<file path="config.mk">
export PLATFORM = sky130hd
export DESIGN_NAME = eflash_col_readout
export DESIGN_NICKNAME = d
export VERILOG_FILES = /design/src/rtl/eflash_col_readout.sv
export SDC_FILE = /design/constraint.sdc
export NUM_CORES = 1
export LEC_CHECK = 0
export CORE_MARGIN = 4
export CORE_UTILIZATION = 47
export DETAILED_ROUTE_END_ITERATION = 8
export GPL_ROUTABILITY_DRIVEN = 0
export PLACE_DENSITY = 0.74
export SYNTH_ARGS = -nofsm -noshare
export SYNTH_HDL_FRONTEND = slang
export SYNTH_SLANG_ARGS = --single-unit
export TNS_END_PERCENT = 100
</file>
<file path="constraint.sdc">
create_clock -name clk_i -period 2.14 [get_ports clk_i]
set_input_delay 0.428 -clock clk_i [delete_from_list [all_inputs] [get_ports clk_i]]
set_output_delay 0.428 -clock clk_i [all_outputs]
set_load 0.005 [all_outputs]
</file>
<file path="src/rtl/eflash_col_readout.sv">
// eflash_col_readout: samples the 128 column sense-amp outputs at the
// mode-specific exec_cnt phase of a PIM operation. The captured bits are
// streamed out as 32-bit words over a valid/ready handshake.
//
// Optional feature macro: EFLASH_READOUT_POPCNT_EN
//   defined   -> popcnt_o holds the number of ones in the last capture
//   undefined -> popcnt_o is tied to zero and no counter is built
//
// state | meaning
// ------+-----------------------------------------------------------
// IDLE  | no capture held; waiting for a sample event
// DRAIN | capture held; presenting beats until the last one transfers

module eflash_col_readout #(
    parameter logic [3:0] SAMPLE_CNT_READ = 4'd3,
    parameter logic [3:0] SAMPLE_CNT_PAR  = 4'd6,
    parameter logic [3:0] SAMPLE_CNT_RBR  = 4'd3
) (
    input  logic         clk_i,
    input  logic         rst_ni,
    input  logic         pim_en_i,
    input  logic [2:0]   pim_mode_i,
    input  logic [3:0]   exec_cnt_i,
    input  logic [8:0]   col_addr9_i,
    input  logic [127:0] SAOUT_i,
    input  logic         clr_ovr_i,
    output logic [31:0]  rdata_o,
    output logic         rvalid_o,
    output logic         rlast_o,
    input  logic         rready_i,
    output logic         busy_o,
    output logic         overrun_o,
    output logic [7:0]   popcnt_o
);

    localparam logic [2:0] MODE_READ = 3'b011;
    localparam logic [2:0] MODE_PAR  = 3'b101;
    localparam logic [2:0] MODE_RBR  = 3'b110;

    localparam logic [0:0] ST_IDLE  = 1'b0;
    localparam logic [0:0] ST_DRAIN = 1'b1;

    logic [0:0]   state_q;
    logic [3:0]   exec_cnt_q;
    logic [127:0] cap_q;
    logic [1:0]   idx_q;
    // beats still to transfer, including the one currently presented
    logic [2:0]   beats_left_q;

    logic         mode_ok;
    logic [3:0]   sample_cnt;
    logic         sample_ev;
    logic         is_read;
    logic [1:0]   start_idx;
    logic [1:0]   next_idx;
    logic         xfer;
    logic         cap_load;

    // only the word-select bits of the column address matter here
    logic         unused_col_bits;
    assign unused_col_bits = ^col_addr9_i[6:0];

    // Decode the capturing modes and their sample phase
    always_comb begin
        mode_ok    = 1'b0;
        sample_cnt = 4'hF;
        case (pim_mode_i)
            MODE_READ: begin
                mode_ok    = 1'b1;
                sample_cnt = SAMPLE_CNT_READ;
            end
            MODE_PAR: begin
                mode_ok    = 1'b1;
                sample_cnt = SAMPLE_CNT_PAR;
            end
            MODE_RBR: begin
                mode_ok    = 1'b1;
                sample_cnt = SAMPLE_CNT_RBR;
            end
            default: begin
                mode_ok    = 1'b0;
                sample_cnt = 4'hF;
            end
        endcase
    end

    // Edge-qualified so a counter stalled at the sample value fires once
    assign sample_ev = pim_en_i && mode_ok && (exec_cnt_i == sample_cnt) &&
                       (exec_cnt_q != exec_cnt_i);

    assign is_read   = (pim_mode_i == MODE_READ);
    assign start_idx = is_read ? col_addr9_i[8:7] : 2'd0;
    assign next_idx  = idx_q + 2'd1;
    assign xfer      = rvalid_o && rready_i;
    assign cap_load  = (state_q == ST_IDLE) && sample_ev;

    // Remember the previous controller phase for event edge detection
    always_ff @(posedge clk_i or negedge rst_ni) begin
        if (!rst_ni) begin
            exec_cnt_q <= 4'hF;
        end else begin
            exec_cnt_q <= exec_cnt_i;
        end
    end

    // Capture and drain sequencing
    always_ff @(posedge clk_i or negedge rst_ni) begin
        if (!rst_ni) begin
            state_q      <= ST_IDLE;
            cap_q        <= '0;
            idx_q        <= 2'd0;
            beats_left_q <= 3'd0;
            rdata_o      <= 32'd0;
            rvalid_o     <= 1'b0;
            rlast_o      <= 1'b0;
            busy_o       <= 1'b0;
        end else begin
            case (state_q)
                ST_IDLE: begin
                    if (sample_ev) begin
                        cap_q        <= SAOUT_i;
                        idx_q        <= start_idx;
                        beats_left_q <= is_read ? 3'd1 : 3'd4;
                        rdata_o      <= SAOUT_i[{start_idx, 5'd0} +: 32];
                        rlast_o      <= is_read;
                        rvalid_o     <= 1'b1;
                        busy_o       <= 1'b1;
                        state_q      <= ST_DRAIN;
                    end
                end
                ST_DRAIN: begin
                    if (xfer) begin
                        if (beats_left_q == 3'd1) begin
                            rvalid_o     <= 1'b0;
                            busy_o       <= 1'b0;
                            rlast_o      <= 1'b0;
                            beats_left_q <= 3'd0;
                            state_q      <= ST_IDLE;
                        end else begin
                            idx_q        <= next_idx;
                            beats_left_q <= beats_left_q - 3'd1;
                            rdata_o      <= cap_q[{next_idx, 5'd0} +: 32];
                            rlast_o      <= (beats_left_q == 3'd2);
                        end
                    end
                end
                default: begin
                    state_q <= ST_IDLE;
                end
            endcase
        end
    end

    // Sticky overrun: a sample event while a capture is still held
    always_ff @(posedge clk_i or negedge rst_ni) begin
        if (!rst_ni) begin
            overrun_o <= 1'b0;
        end else if (sample_ev && (state_q == ST_DRAIN)) begin
            overrun_o <= 1'b1;
        end else if (clr_ovr_i) begin
            overrun_o <= 1'b0;
        end
    end

`ifdef EFLASH_READOUT_POPCNT_EN
    logic [7:0] pop_next;

    // Ones count over all 128 sense-amp bits, loaded with the capture
    always_comb begin
        pop_next = 8'd0;
        for (int i = 0; i < 128; i++) begin
            pop_next = pop_next + {7'd0, SAOUT_i[i]};
        end
    end

    // Hold the count alongside the capture until the next one
    always_ff @(posedge clk_i or negedge rst_ni) begin
        if (!rst_ni) begin
            popcnt_o <= 8'd0;
        end else if (cap_load) begin
            popcnt_o <= pop_next;
        end
    end
`else
    logic unused_cap_load;
    assign unused_cap_load = cap_load;
    assign popcnt_o        = 8'd0;
`endif

endmodule

</file>
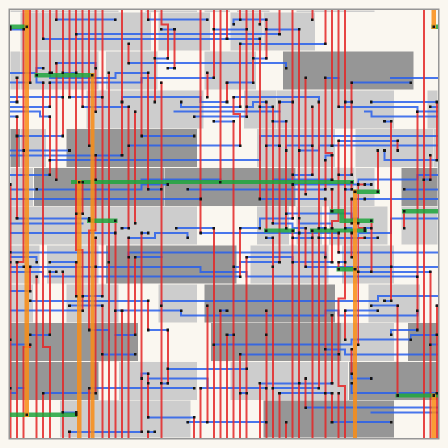
zoom.png
Region (60, 30) to (90, 60) um. Cells in grey, sequential cells in the stronger grey; small squares are vias.
Key: met1 = blue; met4 = orange; met2 = red; met3 = green
Most frequent: dfrtp_1 (11), mux2_4 (5), mux2i_1 (5). 42 logic cells have their middle in the window. Netlist names of flops here include `cap_q` (9), `rdata_o` (2). Sequential cells in the window: 11.

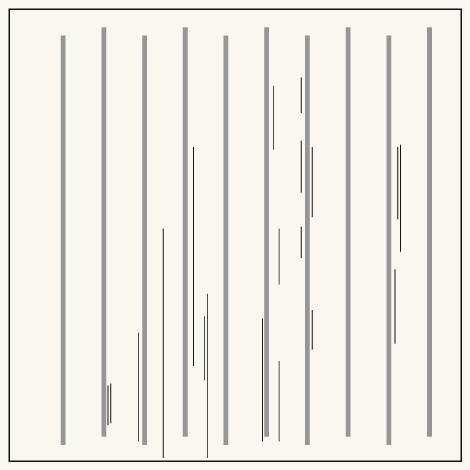
met4.png
(3 px per um) Supply wires on this layer in grey.
The layer carries 552 um of wire. 17 nets have wire on it. The layer holds 2.0% of the routed length.
drt total wl: 27820 um
Vias: 6901

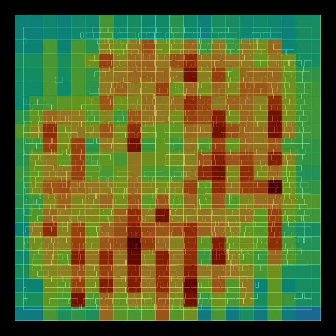
final_congestion.png
met2 Track Usage GR: 41.61%
busiest grt layer: met2
met3 usage: 5.449%
Final Util: 64.29%
met1 Track Usage GR: 32.31%

==> flow_summary_export.csv <==
group,metric,value,unit
timing,rsz0062_at_grt,"yes",
routing,drc_errors,0,
floorplanning,taps,265,
timing,finalWorstSetupSlack,-0.08772,ns
cts,cts_buffer_depth,2,
logic_synthesis,synthCells,694,
routing,drt-wirelength-per-cell,23.94,um
final_layout,clock_buffers,18,
timing,setup_viol,121,
final_layout,inv_count,6,
status,status,"finished, violations left",
logic_synthesis,yosysChipArea,9499,um2
logic_synthesis,flop_cell,"dfrtp_1",
routing,drt-pass1-iter-count,4,
min_path,hp-class,"in -> reg",
timing,relSlewSlack,62.31,%
final_layout,flop-count,173,
flow_run,drv_cap,0,
final_layout,largest_cell_class,"combinational gates",
timing,slew_violations,0,
cts,worstSkewPairLatency,0.43,ns
critical_path,critPathTopFamily,"buffers and inverters",
final_layout,fin_area,12640,um2
cts,cts_setup_buffers,4,
timing,setup_tns,-6.563,ns
timing,max_freq,448.9,MHz
floorplanning,coreArea,19650,um2
power_and_ir_drop,power,0.01182,W
cts,clk_pin_slew,0.06,ns
place,hpwl,17400,um
logic_synthesis,yosys_cells,694,
critical_path,end_kind,"flip-flop",
min_path,hold_depth,2,
cts,cts_resized,14,
cts,cts_num_sinks,173,
power_and_ir_drop,p_per_area,935.5,nW/um2
cts,htree_levels,4,
floorplanning,num_rows,51,
status,violations,"setup timing",
timing,min_period,2.228,ns
[synth_stat cells, types with 4 or more instances]
cell	n	share of area, %
clkbuf_1	30	1.2
a21oi_1	36	1.9
o221a_2	33	3.9
xnor2_1	4	0.37
mux2_2	53	6.3
nand2_1	8	0.32
inv_1	6	0.24
mux2i_1	98	10
dfstp_2	4	1.1
buf_4	9	0.71
mux4_2	32	7.6
buf_1	8	0.32
nor2_1	5	0.20
nor2b_1	35	2.3
buf_6	9	1.1
buf_2	11	0.58
mux2_4	76	12
a31oi_1	34	2.2
dfrtp_1	169	45
[logic make-up (layout without fill, tap and decap cells)]
| family | after synthesis | after routing | synth area share, % |
|---|---|---|---|
| mux | 259 | 259 | 36.21 |
| xor+xnor | 5 | 5 | 0.4610 |
| other cells | 1 | 10 | 0.03948 |
| buf+inv | 73 | 267 | 4.096 |
| fa+ha+maj | 3 | 3 | 0.3952 |
| flops | 173 | 173 | 45.63 |
| simple gates | 64 | 64 | 3.991 |
| compound gates | 116 | 116 | 9.181 |
[power groups by stage]
stage | Sequential (W) | Clock (W) | Combinational, W
finish | 0.00465 | 0.00301 | 0.00416
detailed placement | 0.00468 | 0 | 0.00412
floorplan | 0.00446 | 0 | 0.00260
global placement | 0.00463 | 0 | 0.00400
global route | 0.00473 | 0.00317 | 0.00446
CTS | 0.00464 | 0.00303 | 0.00416
[layer usage]
layer | global-route usage [%] | vias to the layer above | share of wire (%)
met3 | 5.449 | 47 | 7.4
met2 | 41.61 | 307 | 49
met1 | 32.31 | 3554 | 41
li1 | - | 2993 | -
met4 | 8.966 | 0 | 2.0
met5 | 0 | - | 0
[sequential cells by signal, summed over array words and instances (netlist names)]
register	cells
idx_q	2
rdata_o	32
overrun_o	1
cap_q	128
beats_left_q	3
rlast_o	1
exec_cnt_q	4
state_q	1
busy_o	1
Power and IR drop assume default switching activity.
